$ cat src/rtl/cmp_pkg.sv
// rtl/cmp_pkg.sv - comparator result codes and legality helper shared by comparator and filter
package cmp_pkg;

  localparam logic [2:0] CMP_GT   = 3'b100;
  localparam logic [2:0] CMP_EQ   = 3'b010;
  localparam logic [2:0] CMP_LT   = 3'b001;
  localparam logic [2:0] CMP_NONE = 3'b000;

  function automatic logic is_legal_cmp(input logic [2:0] code);
    return (code == CMP_GT) || (code == CMP_EQ) || (code == CMP_LT);
  endfunction

endpackage

$ cat src/rtl/cmp_result_filter_if.sv
// rtl/cmp_result_filter_if.sv - sample/result bundle between comparator side and filter
// Illegal_cnt exists only when CMPF_ILLEGAL_CNT_EN is defined.
interface cmp_result_filter_if;

  logic       In_valid;
  logic [2:0] R_in;
  logic       Clear;
  logic [2:0] F_out;
  logic       Known;
  logic       Changed;
  logic       Illegal;
  logic [7:0] Change_cnt;
`ifdef CMPF_ILLEGAL_CNT_EN
  logic [7:0] Illegal_cnt;
`endif

`ifdef CMPF_ILLEGAL_CNT_EN
  modport master (output In_valid, R_in, Clear,
                  input  F_out, Known, Changed, Illegal, Change_cnt, Illegal_cnt);
  modport slave  (input  In_valid, R_in, Clear,
                  output F_out, Known, Changed, Illegal, Change_cnt, Illegal_cnt);
`else
  modport master (output In_valid, R_in, Clear,
                  input  F_out, Known, Changed, Illegal, Change_cnt);
  modport slave  (input  In_valid, R_in, Clear,
                  output F_out, Known, Changed, Illegal, Change_cnt);
`endif

endinterface

$ cat src/rtl/sat_counter8.sv
// rtl/sat_counter8.sv - 8-bit event counter that sticks at 255
module sat_counter8 (
  input  logic       Clk,
  input  logic       Reset,
  input  logic       inc,
  input  logic       clr,
  output logic [7:0] cnt
);

  always_ff @(posedge Clk or negedge Reset) begin
    if (!Reset) begin
      cnt <= '0;
    end else if (clr) begin
      cnt <= '0;
    end else if (inc && (cnt != 8'hFF)) begin
      cnt <= cnt + 8'd1;
    end
  end

endmodule

$ cat src/rtl/cmp_result_filter.sv
// rtl/cmp_result_filter.sv - debounces comparator one-hot results, flags illegal codes, counts changes
// Optional Illegal_cnt output enabled by CMPF_ILLEGAL_CNT_EN.
module cmp_result_filter
  import cmp_pkg::*;
#(
  parameter int STABLE_CNT = 4
) (
  input  logic                Clk,
  input  logic                Reset,
  cmp_result_filter_if.slave  bus
);

  localparam int              CNT_W   = $clog2(STABLE_CNT + 1);
  localparam logic [CNT_W-1:0] RUN_MAX = CNT_W'(STABLE_CNT);

  logic [2:0]       cand;
  logic [2:0]       f_out;
  logic [CNT_W-1:0] run;
  logic [CNT_W-1:0] run_nxt;
  logic             changed;
  logic             illegal;
  logic             legal;
  logic             commit;
  logic             illegal_hit;

  always_comb begin
    legal   = is_legal_cmp(bus.R_in);
    run_nxt = RUN_MAX;
    if (bus.R_in != cand) begin
      run_nxt = CNT_W'(1);
    end else if (run != RUN_MAX) begin
      run_nxt = run + 1'b1;
    end
    commit      = bus.In_valid && legal && (run_nxt == RUN_MAX) && (bus.R_in != f_out);
    illegal_hit = bus.In_valid && (bus.R_in != CMP_NONE) && !legal;
  end

  always_ff @(posedge Clk or negedge Reset) begin
    if (!Reset) begin
      f_out   <= CMP_NONE;
      cand    <= CMP_NONE;
      run     <= '0;
      changed <= 1'b0;
      illegal <= 1'b0;
    end else if (bus.Clear) begin
      f_out   <= CMP_NONE;
      cand    <= CMP_NONE;
      run     <= '0;
      changed <= 1'b0;
      illegal <= 1'b0;
    end else begin
      changed <= commit;
      illegal <= illegal_hit;
      if (bus.In_valid) begin
        // No-result and multi-hot samples both break the run; only multi-hot is an error.
        if (!legal) begin
          cand <= CMP_NONE;
          run  <= '0;
        end else begin
          cand <= bus.R_in;
          run  <= run_nxt;
          if (commit) begin
            f_out <= bus.R_in;
          end
        end
      end
    end
  end

  assign bus.F_out   = f_out;
  assign bus.Known   = (f_out != CMP_NONE);
  assign bus.Changed = changed;
  assign bus.Illegal = illegal;

  sat_counter8 u_change_cnt (
    .Clk   (Clk),
    .Reset (Reset),
    .inc   (commit),
    .clr   (bus.Clear),
    .cnt   (bus.Change_cnt)
  );

`ifdef CMPF_ILLEGAL_CNT_EN
  sat_counter8 u_illegal_cnt (
    .Clk   (Clk),
    .Reset (Reset),
    .inc   (illegal_hit),
    .clr   (bus.Clear),
    .cnt   (bus.Illegal_cnt)
  );
`endif

endmodule

$ cat src/flat_wrapper.sv
// flat-port wrapper written by rule: the top's interface ports become plain ports
module cmp_result_filter_flat import cmp_pkg::*;
#(
  parameter int STABLE_CNT = 4
)
  (Clk, Reset, bus_In_valid, bus_R_in, bus_Clear, bus_F_out, bus_Known, bus_Changed, bus_Illegal, bus_Change_cnt);
  cmp_result_filter_if bus_i ();
  input  logic Clk;
  input  logic Reset;
  input wire logic [$bits(bus_i.In_valid)-1:0] bus_In_valid;
  input wire logic [$bits(bus_i.R_in)-1:0] bus_R_in;
  input wire logic [$bits(bus_i.Clear)-1:0] bus_Clear;
  output wire logic [$bits(bus_i.F_out)-1:0] bus_F_out;
  output wire logic [$bits(bus_i.Known)-1:0] bus_Known;
  output wire logic [$bits(bus_i.Changed)-1:0] bus_Changed;
  output wire logic [$bits(bus_i.Illegal)-1:0] bus_Illegal;
  output wire logic [$bits(bus_i.Change_cnt)-1:0] bus_Change_cnt;
  assign bus_i.In_valid = bus_In_valid;
  assign bus_i.R_in = bus_R_in;
  assign bus_i.Clear = bus_Clear;
  assign bus_F_out = bus_i.F_out;
  assign bus_Known = bus_i.Known;
  assign bus_Changed = bus_i.Changed;
  assign bus_Illegal = bus_i.Illegal;
  assign bus_Change_cnt = bus_i.Change_cnt;
  cmp_result_filter #(.STABLE_CNT(STABLE_CNT)) u_core (.Clk(Clk), .Reset(Reset), .bus(bus_i));
endmodule
$ cat config.mk
export PLATFORM = sky130hd
export DESIGN_NAME = cmp_result_filter_flat
export DESIGN_NICKNAME = d
export VERILOG_FILES = /design/src/rtl/cmp_pkg.sv /design/src/rtl/cmp_result_filter_if.sv /design/src/rtl/sat_counter8.sv /design/src/rtl/cmp_result_filter.sv /design/src/flat_wrapper.sv
export SDC_FILE = /design/constraint.sdc
export NUM_CORES = 1
export LEC_CHECK = 0
export ABC_CLOCK_PERIOD_IN_PS = 4800
export CAP_MARGIN = 40
export CORE_MARGIN = 2
export CORE_UTILIZATION = 41
export DETAILED_ROUTE_END_ITERATION = 10
export HOLD_SLACK_MARGIN = 0.15
export PLACE_DENSITY_LB_ADDON = 0.08
export SYNTH_ARGS = -nofsm -noshare
export SYNTH_HDL_FRONTEND = slang
export SYNTH_SLANG_ARGS = --single-unit
$ cat constraint.sdc
create_clock -name Clk -period 4.8 [get_ports Clk]
set_input_delay 1.44 -clock Clk [delete_from_list [all_inputs] [get_ports Clk]]
set_output_delay 1.44 -clock Clk [all_outputs]
set_load 0.005 [all_outputs]
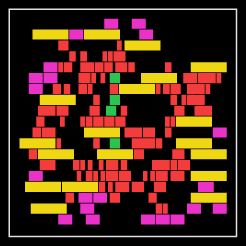
**Above:** run 1 (placed cells, one colour a class).
Scale: 4 px per um.
legend:
  magenta:
    class: other buffers and delay cells
    cells: 21
  green:
    class: clock drivers and dummy loads
    cells: 4
  yellow:
    class: flops
    cells: 19
  red:
    class: combinational and other logic
    cells: 92

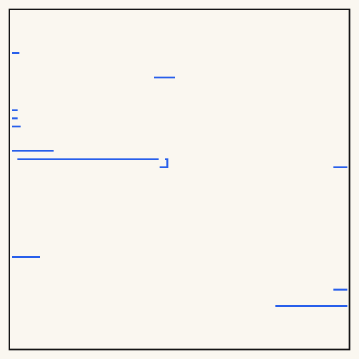
**Above:** run 1 (M3 wires).
Scale: 6 px per um.
longest straight run: 23.2 um
nets with wire on the layer: 11
share of all routed wire: 2.5%

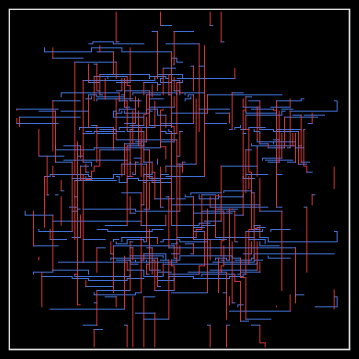
**Above:** run 1 (wiring by layer).
Scale: 6 px per um. Only two layers are drawn.
legend:
  blue:
    layer: metal 1
    wire_length: 1170 um
  red:
    layer: metal 2
    wire_length: 1100 um

==> run 1: worst reg2reg max path, cell delays in order (launching register included) <==
cell      delay (ps)
dfrtp_1          440
inv_1             60
ha_1             320
and4bb_2         300
nor3b_1           80
or4_1            670
or4_1            550
a21oi_1          150
==> run 1: per-stage QoR <==
stage / util, % / setup slack [ps] / cells / hold slack (ps)
after CTS: 50.8 / 1140 / 167 / 545
after floorplan: - / 1580 / 117 / 487
after detailed placement: 49.7 / 821 / 163 / 517
final: 50.8 / 1130 / 167 / 540
after global routing: 50.8 / 1010 / 167 / 571
after global placement: 49.2 / 896 / 162 / 503
==> run 1: per-layer routing <==
metal	global-route usage (%)	vias to the layer above	routed length, um
met1	22.3	454	1170
met2	24.8	13	1100
met4	6.12	0	17
li1	-	465	-
met3	2.53	2	59
met5	0	-	0
==> run 1: power breakdown <==
| group | total, mW | leakage (nW) | internal (mW) | switching, mW |
|---|---|---|---|---|
| Combinational | 0.0305 | 0.248 | 0.0134 | 0.0171 |
| Clock | 0.0852 | 0.0139 | 0.0317 | 0.0536 |
| Sequential | 0.164 | 0.264 | 0.162 | 0.00161 |
==> run 1: cells in the mapped netlist, types with 3 or more instances <==
cell type | count | area (sq um)
nor4_1 | 3 | 18.8
nand2_1 | 15 | 56.3
xnor2_1 | 3 | 26.3
nor3_1 | 3 | 15.0
buf_2 | 3 | 15.0
nand3_1 | 3 | 15.0
ha_1 | 3 | 37.5
nor3b_1 | 3 | 22.5
a21oi_1 | 12 | 60.1
nor2_1 | 8 | 30.0
nand2b_1 | 4 | 25.0
dfrtp_1 | 19 | 475
inv_1 | 3 | 11.3
xor2_1 | 3 | 26.3
or4_1 | 3 | 22.5
==> impl_metrics.ini, run 1 <==
; physical design summary
[global_routing]
grt-ovfl-total = 0
via_count_of_the_first_global_routing_pass = 914
antenna_violations_before_repair = 0
grt.total_usage_pct = 16.0
grt_start_max_net_pins = 20

[logic_synthesis]
synth-async-reset-ratio_pct = 100
ys_sh_xor_pct = 6.10
yosysWarningCount = 0
synth.cellmix.simpleShare_pct = 26.7
syn_area_per_cell_sq_um = 9.65
floorplan.nets = 127
synthesis.instances = 117
ys_ff = 19
synth-adder-area-share_pct = 3.33
seq_area_frac_synth_pct = 42.1
synthAoiAreaFrac_pct = 14.0
post_synth_instance_area_sq_mm = 0.00113

[cells_and_area]
number_of_flip_flops_in_the_largest_register = 8
top_reg_by_flops = u_core.u_change_cnt.cnt
sequential_share_of_cell_area_pct = 34.9
number_of_fill_cells_in_the_layout = 267
clockBufferCount = 3
non_clock_buffer_count = 21
flops = 19
antenna_cells = 0
comb_area_share_pct = 43.8
final_layout_top_logic_cell = clkdlybuf4s50_1
logic_gates = 89
layout.buffer.nonclock.area_share_pct = 15.5
final-seq-area_sq_um = 475
nonClockInverterCount = 3
mi_logic_area_sq_um = 597
most_frequently_placed_logic_cells_in_the_final_layout = 20 x clkdlybuf4s50_1, 19 x dfrtp_1, 15 x nand2_1
final-clk-cell-share_pct = 2.20
finalNetCount = 147
finalInstanceArea_sq_mm = 0.00136
post_route_cells_drive_above_1_share_pct = 10.3

[min_path]
min_to = u_core.cand[0]$_DFFE_PN0P_
worstHoldStart = u_core.cand[0]$_DFFE_PN0P_
whs_path_depth = 1
timing.hold.worst.class = reg -> reg

[worst_setup_path]
critical_path.cell_chain = clkdlybuf4s50_1, xnor2_1, nand3_1, or4_1, or4_1, a21oi_1
timing.critical_path.from = bus_R_in[1]
worstSetupEndpoint = u_core.u_change_cnt.cnt[3]$_DFFE_PN0P_
worst_path_largest_cell_delay_ps = 720
rrSetupSlack_ps = 2170
rr_worst_depth = 7
cp_data_required_time_ps = 5020
launch_point_of_the_worst_reg_to_reg_path = u_core.run[0]$_DFFE_PN0P_
start_kind = input pin
crit_path_end_kind = flip-flop
critical_path_peak_fanout = 9
cp_top_family = simple AND/OR/NAND/NOR gates
worstReg2RegEnd = u_core.u_change_cnt.cnt[3]$_DFFE_PN0P_
cp.arrival_ps = 3890
cp_num_buf_inv = 1
critical-path-slowest-cell = clkdlybuf4s50_1
worst-setup-path-type = in -> reg
timing.critical_path.mode_cell = or4_1

[sta]
setup_viol_count_final = 0
timing.fmax_ghz = 0.273
timing_hold_violations_final = 0
finalCriticalPeriod_ps = 3670
maxSlewHeadroom_pct = 44.0
finalMaxSlewViolations = 0
worst_margin_pin_slew_ps = 833

[routing]
dr_total_vias = 934
routed_wirelength_um = 2340
dr.pass1.iters = 4
antenna_violating_nets_post_route = 0
number_of_drc_markers_in_iteration_0 = 30
wl_per_cell_um = 14.0

[clock_tree]
hold_buffers = 0
cts.sink_count = 19
number_of_buffers_created_by_cts = 3
clkTransAtPathRegs_ps = 120
post_cts.repair.setup_buffers = 0
root_buffer = clkbuf_4
cts_buffer_depth = 2
cts.htree.levels = 1

[placement]
postPlaceCellArea_sq_mm = 0.00133
gp_congestion = 0.767
dp_hpwl_um = 1790
count_of_port_buffers_added_during_placement = 20

[floorplanning]
core_region_area_sq_mm = 0.00269
n_tap_cell = 31
floorplan.core_util_pct = 42.0
core.rowCount = 19
die-area_sq_mm = 0.00319
die-height_um = 56.5

[run_status]
outcome = finished, final reports clean

[power_and_ir_drop]
power_density_mw_per_mm2 = 205
totalPowerFinal_mw = 0.279
static-leakage-power_nw = 0.526

[flow_run]
warning_count = 27
==> run 2, diff against run 1 <==
--- a/config.mk
+++ b/config.mk
@@ -5,7 +5,7 @@
 export SDC_FILE = /design/constraint.sdc
 export NUM_CORES = 1
 export LEC_CHECK = 0
-export ABC_CLOCK_PERIOD_IN_PS = 4800
+export ABC_CLOCK_PERIOD_IN_PS = 3200
 export CAP_MARGIN = 40
 export CORE_MARGIN = 2
 export CORE_UTILIZATION = 41
==> constraint.sdc (replaced) <==
create_clock -name Clk -period 3.2 [get_ports Clk]
set_input_delay 0.96 -clock Clk [delete_from_list [all_inputs] [get_ports Clk]]
set_output_delay 0.96 -clock Clk [all_outputs]
set_load 0.005 [all_outputs]
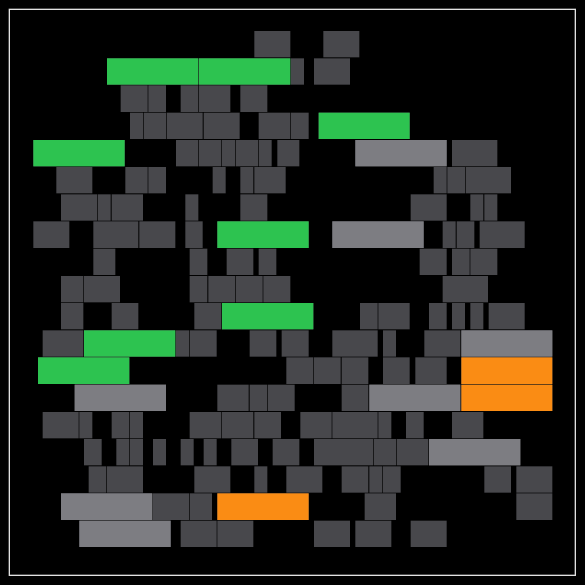
**Above:** run 2 (where the registers sit).
Scale: 10 px per um. Other sequential cells in the stronger grey, the rest of the logic in the fainter grey.
legend:
  green:
    name_in_the_netlist: u_core.u_change_cnt.cnt
    flops: 8
  orange:
    name_in_the_netlist: u_core.cand
    flops: 3
not coloured: 8

==> impl_metrics.ini, run 2 <==
; physical design summary
[run_status]
outcome = finished, final reports clean

[sta]
finalMaxSlewViolations = 0
setup_viol_count_final = 0
finalClockSkew_ps = 12.6
postLayoutSetupSlackWorst_ps = 216
timing_hold_violations_final = 0
finalCriticalPeriod_ps = 2980
final.setup.tns_ps = 0
grt_setup_unrepaired = false
worst_margin_pin_slew_ps = 806
hold_slack_ps = 545
timing.fmax_ghz = 0.335
final_period_utilization_pct = 93.2
maxSlewHeadroom_pct = 45.7

[clock_tree]
cts_buffer_depth = 2
cts.htree.levels = 1
clock.latency.late_pin_ps = 310
post_cts.repair.setup_buffers = 0
clkTransAtPathRegs_ps = 120
hold_buffers = 0
root_buffer = clkbuf_4
number_of_buffers_created_by_cts = 3
cts_tree = yes
postCtsResizedCells = 0
cts.sink_count = 19

[logic_synthesis]
post_synthesis_mux_area_share_pct = 2.77
synth_top_flop_cell = dfrtp_1
ys_sh_xor_pct = 6.10
seq_area_frac_synth_pct = 42.1
syn_area_per_cell_sq_um = 9.65
synth_largest_type_area_fraction_pct = 42.1
ys_ff = 19
synthAoiAreaFrac_pct = 14.0
synth_top_cell_by_area = dfrtp_1
synthesis.instances = 117
synth_cell_types = 38
synth.yosys.chip_area_sq_mm = 0.00113
yosysWarningCount = 0
enable_flop_cells = 0
synth.cellmix.simpleShare_pct = 26.7
synth-async-reset-ratio_pct = 100
synth-adder-area-share_pct = 3.33
topCellsByArea = dfrtp_1 42%, a21oi_1 5.3%, nand2_1 5.0%
post_synth_instance_area_sq_mm = 0.00113
post_synth_most_frequent_cells = 19 x dfrtp_1, 15 x nand2_1, 12 x a21oi_1, 8 x nor2_1, 4 x nand2b_1
top_cell = dfrtp_1
floorplan.nets = 127
topCombFamilyByArea = simple AND/OR/NAND/NOR gates
yosysCellCount = 117

[cells_and_area]
final_core_utilization_pct = 53.7
antenna_cells = 0
post_route_cells_drive_above_1_share_pct = 17.0
number_of_fill_cells_in_the_layout = 249
top_reg_by_flops = u_core.u_change_cnt.cnt
number_of_flip_flops_in_the_largest_register = 8
finalNetCount = 158
finalInstanceArea_sq_mm = 0.00144
most_frequently_placed_logic_cells_in_the_final_layout = 20 x clkdlybuf4s50_1, 19 x dfrtp_1, 15 x nand2_1
final_layout_top_logic_cell = clkdlybuf4s50_1
final_cell_count_no_fill = 178
syn_to_final_growth_pct = 27.8

[worst_setup_path]
timing.critical_path.mode_cell = or4_1
critical_path.cell_chain = clkdlybuf4s50_1, buf_4, xor2_1, nor3_1, or4_1, or4_1, a21oi_1
worst_path_largest_cell_delay_ps = 660
cp.arrival_ps = 3210
start_kind = input pin
cp_top_family = simple AND/OR/NAND/NOR gates
critical_path_peak_fanout = 6
cp_num_buf_inv = 2
crit_path_end_kind = flip-flop
worst-setup-path-type = in -> reg
critical-path-slowest-cell = clkdlybuf4s50_1
cp_data_required_time_ps = 3420

[power_and_ir_drop]
totalPowerFinal_mw = 0.428
static-leakage-power_nw = 0.577
worst_ir_drop_vdd_mv = 0.233
power_density_mw_per_mm2 = 296

[flow_run]
warning_count = 27
maxCapViolCount = 0

[floorplanning]
die-height_um = 56.5
floorplan.core_util_pct = 42.0
die_w_um = 56.5
core_region_area_sq_mm = 0.00269
core.rowCount = 19
io_pins = 21
die-area_sq_mm = 0.00319

[placement]
dp_hpwl_um = 1780
postPlaceCellArea_sq_mm = 0.00141
place_inst = 174
count_of_port_buffers_added_during_placement = 20
placement_stage_worst_setup_slack_ps = -110
gp_congestion = 0.765

[routing]
routed_wirelength_um = 2370
dr.pass1.iters = 4
antenna_violating_nets_post_route = 0
number_of_drc_markers_in_iteration_0 = 30
wl_per_cell_um = 13.3
remaining_drc_errors = 0
dr_total_vias = 964
routed_via_density = 5.42

[global_routing]
grt_start_max_net_pins = 20
grt_first_pass_wirelength_um = 4200
grt-ovfl-total = 0
via_count_of_the_first_global_routing_pass = 919
grt.total_usage_pct = 16.6
antenna_violations_before_repair = 0

[min_path]
timing.hold.worst.class = reg -> reg
[run 2: area by class of cell]
cell class / instances / area (sq um) / share of cell area, %
multi-input cells: 89 / 597 / 41.4
flip-flops and latches: 19 / 475 / 33.0
repair buffers: 32 / 290 / 20.1
well taps: 31 / 38.8 / 2.69
clock buffers: 3 / 22.5 / 1.56
inverters: 3 / 11.3 / 0.781
clock inverters: 1 / 7.51 / 0.520
[run 2: power by group]
| part | internal, mW | total, mW | switching [mW] |
|---|---|---|---|
| registers | 0.243 | 0.246 | 0.00270 |
| clock network | 0.0477 | 0.130 | 0.0823 |
| logic | 0.0256 | 0.0521 | 0.0265 |
[run 2: logic make-up after synthesis]
family	count (synthesis)
flops	19
compound gates	23
simple gates	53
xor+xnor	7
fa+ha+maj	3
mux	3
buf+inv	9
[run 2: final timing paths]
kind | start | endpoint | slack, ps | cells after the start
max | bus_R_in[1] | u_core.u_change_cnt.cnt[5]$_DFFE_PN0P_ | 220 | 7
min | u_core.cand[0]$_DFFE_PN0P_ | u_core.cand[0]$_DFFE_PN0P_ | 550 | 1
max reg2reg | u_core.run[0]$_DFFE_PN0P_ | u_core.u_change_cnt.cnt[5]$_DFFE_PN0P_ | 620 | 7
min reg2reg | u_core.cand[0]$_DFFE_PN0P_ | u_core.cand[0]$_DFFE_PN0P_ | 550 | 1
max in group asynchronous | Reset | u_core.u_change_cnt.cnt[2]$_DFFE_PN0P_ | 2020 | 2
min in group asynchronous | Reset | u_core.bus.Illegal$_DFF_PN0_ | 960 | 2
[run 2: metal layers]
metal / part of all wire, % / vias up / GRT usage [%]
li1: - / 485 / -
met1: 49 / 464 / 22.1
met2: 46 / 11 / 26.1
met3: 2.7 / 4 / 2.53
met4: 1.9 / 0 / 8.16
met5: 0 / - / 0
**Run 2: placed cells, one colour a class**

Scale: 4 px per um.
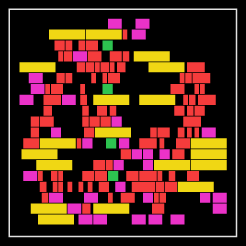

==> run 3, diff against run 2 <==
--- a/config.mk
+++ b/config.mk
@@ -8,10 +8,11 @@
 export ABC_CLOCK_PERIOD_IN_PS = 3200
 export CAP_MARGIN = 40
 export CORE_MARGIN = 2
-export CORE_UTILIZATION = 41
+export CORE_UTILIZATION = 40
+export CTS_CLUSTER_SIZE = 40
 export DETAILED_ROUTE_END_ITERATION = 10
 export HOLD_SLACK_MARGIN = 0.15
-export PLACE_DENSITY_LB_ADDON = 0.08
+export PLACE_DENSITY = 0.65
 export SYNTH_ARGS = -nofsm -noshare
 export SYNTH_HDL_FRONTEND = slang
 export SYNTH_SLANG_ARGS = --single-unit
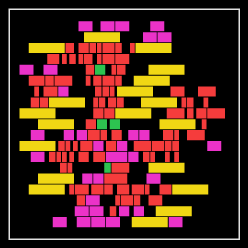
**Above:** run 3 (placed cells, one colour a class).
Scale: 4 px per um.
legend:
  magenta:
    class: other buffers and delay cells
    cells: 33
  green:
    class: clock drivers and dummy loads
    cells: 4
  yellow:
    class: flops
    cells: 19
  red:
    class: combinational and other logic
    cells: 92

==> impl_metrics.ini, run 3 <==
; physical design summary
[worst_setup_path]
worstReg2RegEnd = u_core.u_change_cnt.cnt[3]$_DFFE_PN0P_
critical_path_peak_fanout = 7
cp_top_family = simple AND/OR/NAND/NOR gates
worst_path_largest_cell_delay_ps = 650
critical-path-slowest-cell = clkdlybuf4s50_1
critical_path_cell_count = 7
rr_worst_depth = 7
timing.critical_path.from = bus_R_in[1]
cp_data_required_time_ps = 3430
cp.arrival_ps = 3240
cp_num_buf_inv = 2
launch_point_of_the_worst_reg_to_reg_path = u_core.run[0]$_DFFE_PN0P_
timing.critical_path.mode_cell = or4_1
worstSetupEndpoint = u_core.u_change_cnt.cnt[3]$_DFFE_PN0P_
rrSetupSlack_ps = 580
critical_path.cell_chain = clkdlybuf4s50_1, buf_4, xor2_1, nor3_1, or4_1, or4_1, a21oi_1
crit_path_end_kind = flip-flop
worst-setup-path-type = in -> reg
start_kind = input pin

[cells_and_area]
syn_to_final_growth_pct = 28.9
top_reg_by_flops = u_core.u_change_cnt.cnt
most_frequently_placed_logic_cells_in_the_final_layout = 20 x clkdlybuf4s50_1, 19 x dfrtp_1, 15 x nand2_1
final_layout_top_logic_cell = clkdlybuf4s50_1
antenna_cells = 0
number_of_flip_flops_in_the_largest_register = 8
final_core_utilization_pct = 53.7
finalNetCount = 159
final_cell_count_no_fill = 179
post_route_cells_drive_above_1_share_pct = 17.6

[logic_synthesis]
post_synth_most_frequent_cells = 19 x dfrtp_1, 15 x nand2_1, 12 x a21oi_1, 8 x nor2_1, 4 x nand2b_1
synth_top_cell_by_area = dfrtp_1
synth_top_flop_cell = dfrtp_1
synth_largest_type_area_fraction_pct = 42.1
yosysCellCount = 117
enable_flop_cells = 0
yosysWarningCount = 0
synth_cell_types = 38
syn_area_per_cell_sq_um = 9.65
synth-async-reset-ratio_pct = 100
synth.yosys.chip_area_sq_mm = 0.00113
post_synth_instance_area_sq_mm = 0.00113
top_cell = dfrtp_1
floorplan.nets = 127
ys_ff = 19
synthesis.instances = 117
seq_area_frac_synth_pct = 42.1
topCellsByArea = dfrtp_1 42%, a21oi_1 5.3%, nand2_1 5.0%

[routing]
dr_total_vias = 970
routed_via_density = 5.42
antenna_violating_nets_post_route = 0
routed_wirelength_um = 2350
dr.pass1.iters = 4
number_of_drc_markers_in_iteration_0 = 43
wl_per_cell_um = 13.1
remaining_drc_errors = 0

[clock_tree]
cts.sink_count = 19
cts.htree.levels = 1
root_buffer = clkbuf_4
postCtsResizedCells = 0
clkTransAtPathRegs_ps = 110
cts_tree = yes
cts_buffer_depth = 2
clock.latency.late_pin_ps = 300
post_cts.repair.setup_buffers = 0
number_of_buffers_created_by_cts = 3
hold_buffers = 0

[placement]
gp_congestion = 0.761
count_of_port_buffers_added_during_placement = 20
place_inst = 175
dp_hpwl_um = 1800
placement_stage_worst_setup_slack_ps = -112

[min_path]
timing.hold.worst.class = reg -> reg
worstHoldStart = u_core.cand[0]$_DFFE_PN0P_
min_to = u_core.cand[0]$_DFFE_PN0P_
whs_path_depth = 1

[sta]
finalClockSkew_ps = 2.16
finalMaxSlewViolations = 0
grt_setup_unrepaired = false
maxSlewHeadroom_pct = 44.8
worst_margin_pin_slew_ps = 821
timing.fmax_ghz = 0.332
final_period_utilization_pct = 94.2
setup_viol_count_final = 0
finalCriticalPeriod_ps = 3010
timing_hold_violations_final = 0
hold_slack_ps = 546
postLayoutSetupSlackWorst_ps = 186

[power_and_ir_drop]
worst_ir_drop_vdd_mv = 0.204
totalPowerFinal_mw = 0.425
power_density_mw_per_mm2 = 292
static-leakage-power_nw = 0.589

[flow_run]
maxCapViolCount = 0
warning_count = 27

[floorplanning]
die-height_um = 57.1
die_w_um = 57.1
core.rowCount = 19
floorplan.core_util_pct = 41.6
die-area_sq_mm = 0.00326
io_pins = 21
core_region_area_sq_mm = 0.00271

[global_routing]
grt_start_max_net_pins = 13
grt_first_pass_wirelength_um = 4030
via_count_of_the_first_global_routing_pass = 909
antenna_violations_before_repair = 0
grt-ovfl-total = 0
grt.total_usage_pct = 15.5

[run_status]
outcome = finished, final reports clean
run 3: cell counts after synthesis:
Identical to the previous run, type by type.
run 3: cell families (layout without fill, tap and decap cells):
group	count (synthesis)	count (layout)	share of synthesized area, %
AND/OR/NAND/NOR	53	53	26.7
AND-OR/OR-AND	23	23	14.0
flip-flops	19	19	42.1
buffers and inverters	9	40	4.99
XOR/XNOR	7	7	6.10
adder cells (fa/ha/maj)	3	3	3.33
multiplexers	3	3	2.77
run 3: metal layers:
metal | up-vias | share of wire, % | GRT usage [%]
met5 | - | 0 | 0
met4 | 0 | 1.5 | 4.65
met3 | 6 | 3.3 | 2.04
met2 | 22 | 46 | 24.3
met1 | 453 | 49 | 22.5
li1 | 489 | - | -
run 3: power by group:
part	internal, mW	leakage (nW)	switching [mW]
Clock	0.0466	0.0177	0.0788
Combinational	0.0278	0.307	0.0266
Sequential	0.243	0.264	0.00255
run 3: layout make-up:
type	count	area [sq um]
fill	257	1250
multi-input combinational	89	597
sequential	19	475
timing repair buffer	33	305
tap	31	38.8
clock buffer	3	22.5
inverter	3	11.3
clock inverter	1	5.00
run 3: through the flow:
step           TNS (ps)  area [sq um]
2_1_floorplan         0          1130
3_3_place_gp       -105          1410
3_5_place_dp       -257          1430
4_1_cts               0          1460
5_1_grt               0          1460
6_report              0          1460
run 3: worst reg2reg max path, stage by stage (launching register included):
cell and delay (ps):
dfrtp_1 440, inv_1 70, ha_1 330, and4bb_2 300
nor3b_1 80, or4_1 630, or4_1 550, a21oi_1 160

==> layout pictures side by side <==
Placement view.
image #1
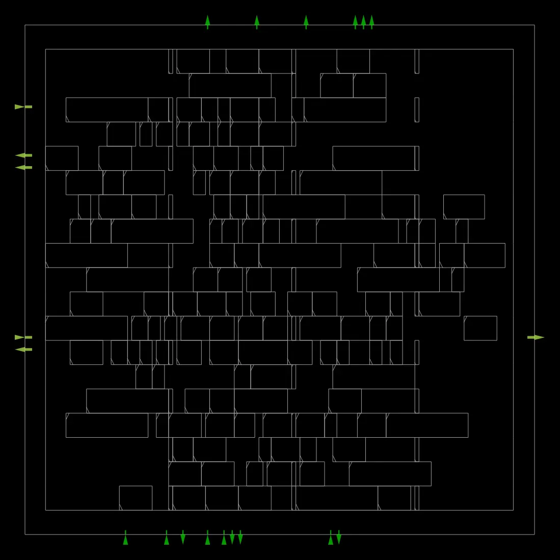
image #2
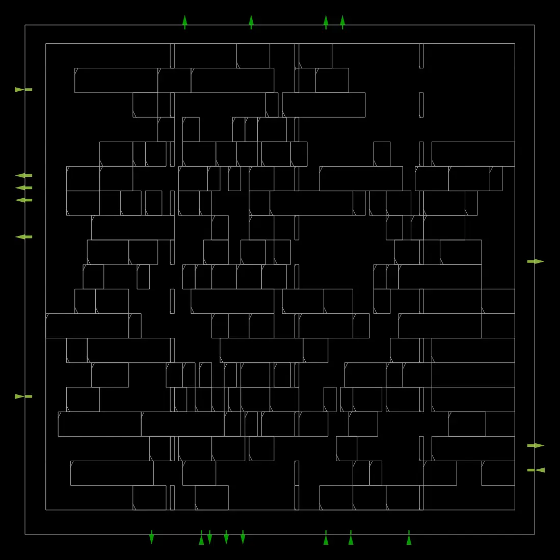
run 3: image #1
run 1: image #2

Power and IR drop assume default switching activity.
